[src/rtl/addsub_pkg.sv]
// Shared definitions for the bit-serial add/sub unit.
//   state_e  : controller states (idle, bit-shifting, result-ready)
//   MODE_ADD : mode value selecting a + b
//   MODE_SUB : mode value selecting a - b (b inverted, carry-in of one)
package addsub_pkg;

    typedef enum logic [1:0] {
        StIdle  = 2'd0,
        StShift = 2'd1,
        StDone  = 2'd2
    } state_e;

    localparam logic MODE_ADD = 1'b0;
    localparam logic MODE_SUB = 1'b1;

endpackage

[src/rtl/full_adder.sv]
// One-bit full adder used for the per-clock step of serial_addsub.
//   a, b : operand bits
//   ci   : carry in
//   s    : sum bit
//   co   : carry out
module full_adder (
    input  logic a,
    input  logic b,
    input  logic ci,
    output logic s,
    output logic co
);

    assign s  = a ^ b ^ ci;
    assign co = (a & b) | (ci & (a ^ b));

endmodule

[src/rtl/serial_addsub.sv]
// Bit-serial two's-complement adder/subtractor, LSB first, one bit per clock.
//   clk, rst_n : rising-edge clock, asynchronous active-low reset
//   start      : launch request (accepted in idle or in the done cycle)
//   mode       : 0 = a + b, 1 = a - b; sampled with start
//   a, b       : operands; sampled with start
//   busy       : high while bits are being processed
//   done       : one-cycle pulse when sum/cout/ovf update
//   sum        : registered result, held until the next done
//   cout       : carry out of the MSB (for subtract, 1 = no borrow)
//   ovf        : signed overflow (carry into MSB xor carry out of MSB)
module serial_addsub
    import addsub_pkg::*;
#(
    parameter int unsigned WIDTH = 4
) (
    input  logic             clk,
    input  logic             rst_n,
    input  logic             start,
    input  logic             mode,
    input  logic [WIDTH-1:0] a,
    input  logic [WIDTH-1:0] b,
    output logic             busy,
    output logic             done,
    output logic [WIDTH-1:0] sum,
    output logic             cout,
    output logic             ovf
);

    localparam int unsigned CNT_W = (WIDTH > 1) ? $clog2(WIDTH) : 1;
    localparam logic [CNT_W-1:0] CNT_LAST = CNT_W'(WIDTH - 1);

    state_e           state_q, state_d;
    logic [WIDTH-1:0] a_q, a_d;
    logic [WIDTH-1:0] b_q, b_d;
    logic [WIDTH-1:0] acc_q, acc_d;
    logic             carry_q, carry_d;
    logic [CNT_W-1:0] cnt_q, cnt_d;
    logic [WIDTH-1:0] sum_q, sum_d;
    logic             cout_q, cout_d;
    logic             ovf_q, ovf_d;
    logic             busy_q, done_q;

    logic             sub_sel;
    logic [WIDTH-1:0] b_in;
    logic             fa_a, fa_b, fa_ci, fa_s, fa_co;

    // Subtract is a + ~b + 1: invert b on load and seed the carry with one.
    assign sub_sel = (mode == MODE_SUB);
    assign b_in    = b ^ {WIDTH{sub_sel}};

    full_adder u_fa (
        .a  (fa_a),
        .b  (fa_b),
        .ci (fa_ci),
        .s  (fa_s),
        .co (fa_co)
    );

    always_comb begin
        state_d = state_q;
        a_d     = a_q;
        b_d     = b_q;
        acc_d   = acc_q;
        carry_d = carry_q;
        cnt_d   = cnt_q;
        sum_d   = sum_q;
        cout_d  = cout_q;
        ovf_d   = ovf_q;
        fa_a    = a_q[0];
        fa_b    = b_q[0];
        fa_ci   = carry_q;

        unique case (state_q)
            StIdle: begin
                if (start) begin
                    a_d     = a;
                    b_d     = b_in;
                    carry_d = sub_sel;
                    cnt_d   = '0;
                    state_d = StShift;
                end
            end

            StShift: begin
                acc_d   = {fa_s, acc_q[WIDTH-1:1]};
                a_d     = a_q >> 1;
                b_d     = b_q >> 1;
                carry_d = fa_co;
                cnt_d   = cnt_q + CNT_W'(1);
                if (cnt_q == CNT_LAST) begin
                    // MSB step: carry_q is the carry into the MSB.
                    sum_d   = {fa_s, acc_q[WIDTH-1:1]};
                    cout_d  = fa_co;
                    ovf_d   = carry_q ^ fa_co;
                    cnt_d   = '0;
                    state_d = StDone;
                end
            end

            StDone: begin
                state_d = StIdle;
                if (start) begin
                    // Back-to-back launch folds the LSB step of the new operands
                    // into the load, so results come out every WIDTH cycles.
                    fa_a    = a[0];
                    fa_b    = b_in[0];
                    fa_ci   = sub_sel;
                    a_d     = a >> 1;
                    b_d     = b_in >> 1;
                    acc_d   = {fa_s, {(WIDTH - 1){1'b0}}};
                    carry_d = fa_co;
                    cnt_d   = CNT_W'(1);
                    state_d = StShift;
                end
            end

            default: begin
                state_d = StIdle;
            end
        endcase
    end

    always_ff @(posedge clk or negedge rst_n) begin
        if (!rst_n) begin
            state_q <= StIdle;
            a_q     <= '0;
            b_q     <= '0;
            acc_q   <= '0;
            carry_q <= 1'b0;
            cnt_q   <= '0;
            sum_q   <= '0;
            cout_q  <= 1'b0;
            ovf_q   <= 1'b0;
            busy_q  <= 1'b0;
            done_q  <= 1'b0;
        end else begin
            state_q <= state_d;
            a_q     <= a_d;
            b_q     <= b_d;
            acc_q   <= acc_d;
            carry_q <= carry_d;
            cnt_q   <= cnt_d;
            sum_q   <= sum_d;
            cout_q  <= cout_d;
            ovf_q   <= ovf_d;
            busy_q  <= (state_d == StShift);
            done_q  <= (state_d == StDone);
        end
    end

    assign busy = busy_q;
    assign done = done_q;
    assign sum  = sum_q;
    assign cout = cout_q;
    assign ovf  = ovf_q;

endmodule

[config.mk]
export PLATFORM = sky130hd
export DESIGN_NAME = serial_addsub
export DESIGN_NICKNAME = d
export VERILOG_FILES = /design/src/rtl/addsub_pkg.sv /design/src/rtl/full_adder.sv /design/src/rtl/serial_addsub.sv
export SDC_FILE = /design/constraint.sdc
export NUM_CORES = 1
export LEC_CHECK = 0
export CAP_MARGIN = 20
export CORE_MARGIN = 3
export CORE_UTILIZATION = 29
export CTS_CLUSTER_SIZE = 30
export DETAILED_ROUTE_END_ITERATION = 12
export GPL_TIMING_DRIVEN = 0
export PLACE_DENSITY = 0.47
export SYNTH_ARGS = -nofsm -noshare
export SYNTH_HDL_FRONTEND = slang
export SYNTH_SLANG_ARGS = --single-unit
[constraint.sdc]
create_clock -name clk -period 2.1 [get_ports clk]
set_input_delay 0.21 -clock clk [delete_from_list [all_inputs] [get_ports clk]]
set_output_delay 0.21 -clock clk [all_outputs]
set_load 0.005 [all_outputs]
**Wiring heat map**

(4 px per um) 15 x 15 tiles, from dark blue (low) to red (high), scaled to the fullest tile. Values are wire area over tile area, all layers added.
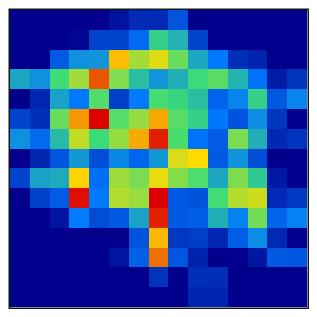
mean over tiles: 0.086
nearly empty tiles: 32%
tiles over half the peak: 20%
emptiest ninth of the die: bottom left
densest ninth of the die: middle
total routing resource utilization after global routing: 12.18%
WL per Instance: 15.07 um
total routed wirelength: 3090 um
vias after detailed routing: 1039

**I/O nets highlighted**

(6 px per um)
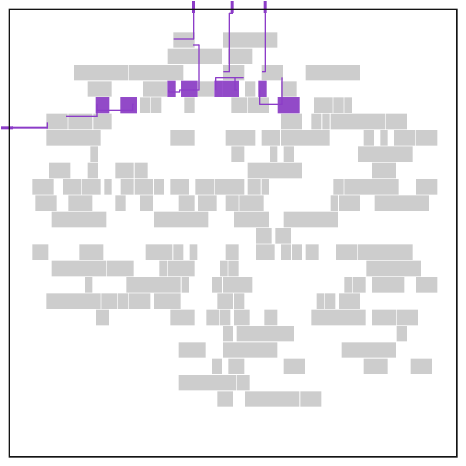
legend:
  purple:
    port: a
    bits: 4
    direction: input
    end_cells: 8
    wire: 83.8 um
I/O pin cnt: 20
number of buffer cells added on primary ports: 17

**Cell outlines without signal wires**

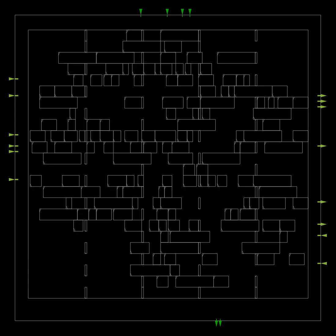
count of flip-flops and latches: 24
fin cells: 205
tally of filler cells in the layout: 443

**Register map, names as in the netlist**

(8 px per um) Other sequential cells in the stronger gray, the rest of the logic in the fainter gray.
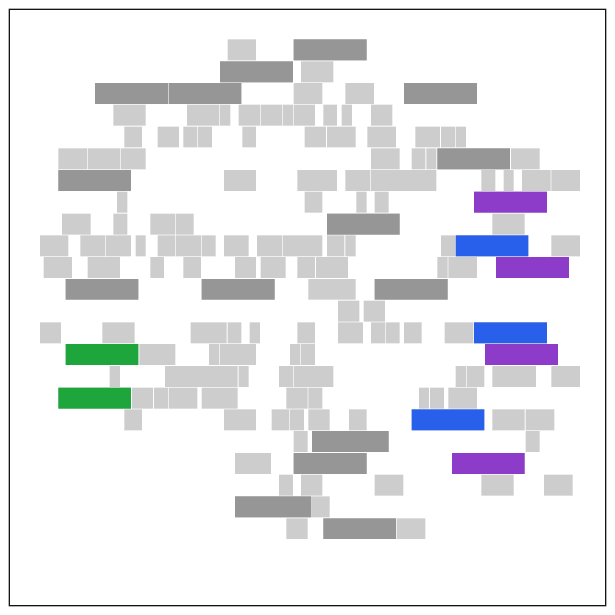
legend:
  purple:
    signal: sum
    placed_flops: 4
    where: right middle
  blue:
    signal: acc_q
    placed_flops: 3
  green:
    signal: cnt_q
    placed_flops: 2
sequential cell power: 0.820 mW
Post-Route Utilization: 38.26%
register cell area after layout: 603.1 um^2
Seq area share: 35.47%

==> job_summary.md <==
### Metrics collected by this job

| Metric | Value |
|---|---|
| Status | `completed` |
| EDFF count, synth | `0` |
| Cts bufs inserted | `3` |
| #MultiIn Comb | `92` |
| Flip-flop and latch count after synthesis | `24` |
| Average footprint of a synthesized cell | `10.67 um^2` |
| F_max | `500.0 MHz` |
| Detailed route wirelength on metal3 | `108 um` |
| Share of synthesized cell area in and-or and or-and compound cells | `15.05%` |
| Total power density per cell area | `1449 nW/um^2` |
| Number of vias per cell after detailed routing | `5.068` |
| Clock network fraction of total power | `11.7%` |
| Share of synthesized area spent on multiplexers | `12.74%` |
| Number of buffers outside the clock class in the layout | `28` |
| Worst-Skew Late Latency | `0.27 ns` |
| Power share of the sequential group | `33.3%` |
| Critical-path cell with the highest stage delay | `sky130_fd_sc_hd__or4_1` |
| Yosys Chip Area | `1355 um^2` |
| Vias in the first global route | `1031` |
| Power in the clock group | `0.288 mW` |
| Most used cells in the layout excluding fill and tap cells | `sky130_fd_sc_hd__dfrtp_1 (22), sky130_fd_sc_hd__clkdlybuf4s50_1 (17), sky130_fd_sc_hd__o21ai_0 (11), sky130_fd_sc_hd__mux2_2 (10), sky130_fd_sc_hd__nand2_1 (7)` |
| Post-CTS setup buffer count | `2` |
| Max Fanout on Critical Path | `5` |
| Post-detailed-route DRC marker count | `0` |
| Global-route wire length before repair | `5147 um` |
| Max H-tree Level | `1` |
| Dominant cell area share | `44.32%` |
| Worst slew pin tran | `0.6156 ns` |
| DRT antenna net count | `0` |
| Cell types occupying the most area after synthesis | `sky130_fd_sc_hd__dfrtp_1 (44%), sky130_fd_sc_hd__mux2_2 (8.3%), sky130_fd_sc_hd__ha_1 (5.5%), sky130_fd_sc_hd__mux2i_1 (4.4%), sky130_fd_sc_hd__o21ai_0 (4.1%)` |
| Worst hold margin | `0.2752 ns` |
| Leading cell kind | `combinational gates` |
| Most frequent standard cell in the layout excluding fill and tap cells | `sky130_fd_sc_hd__dfrtp_1` |
| Simple-Gate Fraction of Synth Area | `13.20%` |
| Met2 demand-to-capacity share in global routing | `21.16%` |
| Combinational logic power | `1.36 mW` |
| Switching component of the power | `0.9540 mW` |
| Proportion of synthesized chip area in sequential cells | `44.32%` |
| XORs/XNORs by Area | `3.232%` |
| Maximum vdd ir drop | `364.9 uV` |
| Kind of cell adding the most delay to the critical path | `simple AND/OR/NAND/NOR gates` |
| Total grt overflow | `0` |
| Number of nets at floorplan | `146` |
| Data required time of the critical path | `2.31 ns` |
| Met3 usage | `1.622%` |
| Highest routed metal layer | `met4` |
| Iter 0 DRT Violations | `48` |
| Cell row count | `24` |
| Synthesis Warnings | `0` |
| Register-to-Register Setup Slack | `0.10 ns` |
| Crit start category | `flip-flop` |
| Switching share of power | `38.72%` |
| Antenna diode instance count | `0` |
| Final period util | `95.23%` |
| List of most frequent post-synthesis cells | `sky130_fd_sc_hd__dfrtp_1 (24), sky130_fd_sc_hd__o21ai_0 (11), sky130_fd_sc_hd__mux2_2 (10)` |
| Clock tree from TritonCTS | `yes` |
| Floorplan-stage core utilization | `30.49%` |
| Chip area | `5529 um^2` |
| Yosys cell types | `37` |
| Buffers and inverters on the worst path | `1` |
| Min cycle time layout | `2.000 ns` |
| Count of instantiated cells in the yosys netlist | `127` |
| Total power | `2.464 mW` |
| Top power group | `combinational cells` |
| Clock-pin slew on the worst setup and hold paths | `0.09 ns` |
| Class of the worst hold path | `in2reg` |
| WHS Endpoint | `acc_q[2]` |
| Total count of hold-check failures in the final report | `0` |
| Combinational family with the most area after synthesis | `AND-OR/OR-AND gates` |
| Deepest clock path buffer count | `2` |
| Crit Reg-Reg Endpoint | `carry_q` |
| Worst Path Class, Setup | `reg2reg` |
| Met1 Routed Length | `1430 um` |
| Combinational fraction of the cell area | `41.87%` |
| Relative max-transition margin | `58.83%` |
| Cell type with the highest aggregate area in the netlist | `sky130_fd_sc_hd__dfrtp_1` |
| Worst clock skew | `0.005412 ns` |
| Pin count of the biggest net entering global routing | `14` |
| Hold-fix buffers, CTS | `0` |
| Proportion of cell area spent on the clock network | `2.649%` |
| Largest stage delay, worst path | `0.50 ns` |
| Final net count | `173` |
| Count of endpoints failing setup in the final report | `0` |
| DIE WIDTH | `74.36 um` |
| Placer Congestion | `0.7860` |
| GRT busiest layer | `met2` |
| Start point of the worst hold path | `start` |
[flip-flops by register name, summed over array words and instances, names as in the netlist]
name	cells
a_q	4
acc_q	3
b_q	4
busy	1
carry_q	1
cnt_q	2
cout	1
done	1
ovf	1
state_q	2
sum	4
[metrics by stage]
step           util (%)  setup WS [ns]  instance area [um^2]  instances
2_1_floorplan         -       0.005124                  1371        127
3_3_place_gp      36.15        -0.1525                  1607        196
4_1_cts           37.92        0.02635                  1685        203
6_report          38.26         0.1002                  1700        205
3_5_place_dp      36.49        -0.1794                  1622        197
5_1_grt           38.26      -0.003907                  1700        205
[worst register-to-register path: cells and delay by family (launching register included)]
family                     cells  cell delay, ns
AOI/OAI and AO/OA              1            0.07
adders and majority gates      2            0.56
buffers and inverters          1            0.09
DFF                            1            0.43
and+or+nand+nor                4            0.79
No activity file was given, so power comes from the tool's default toggle rates.
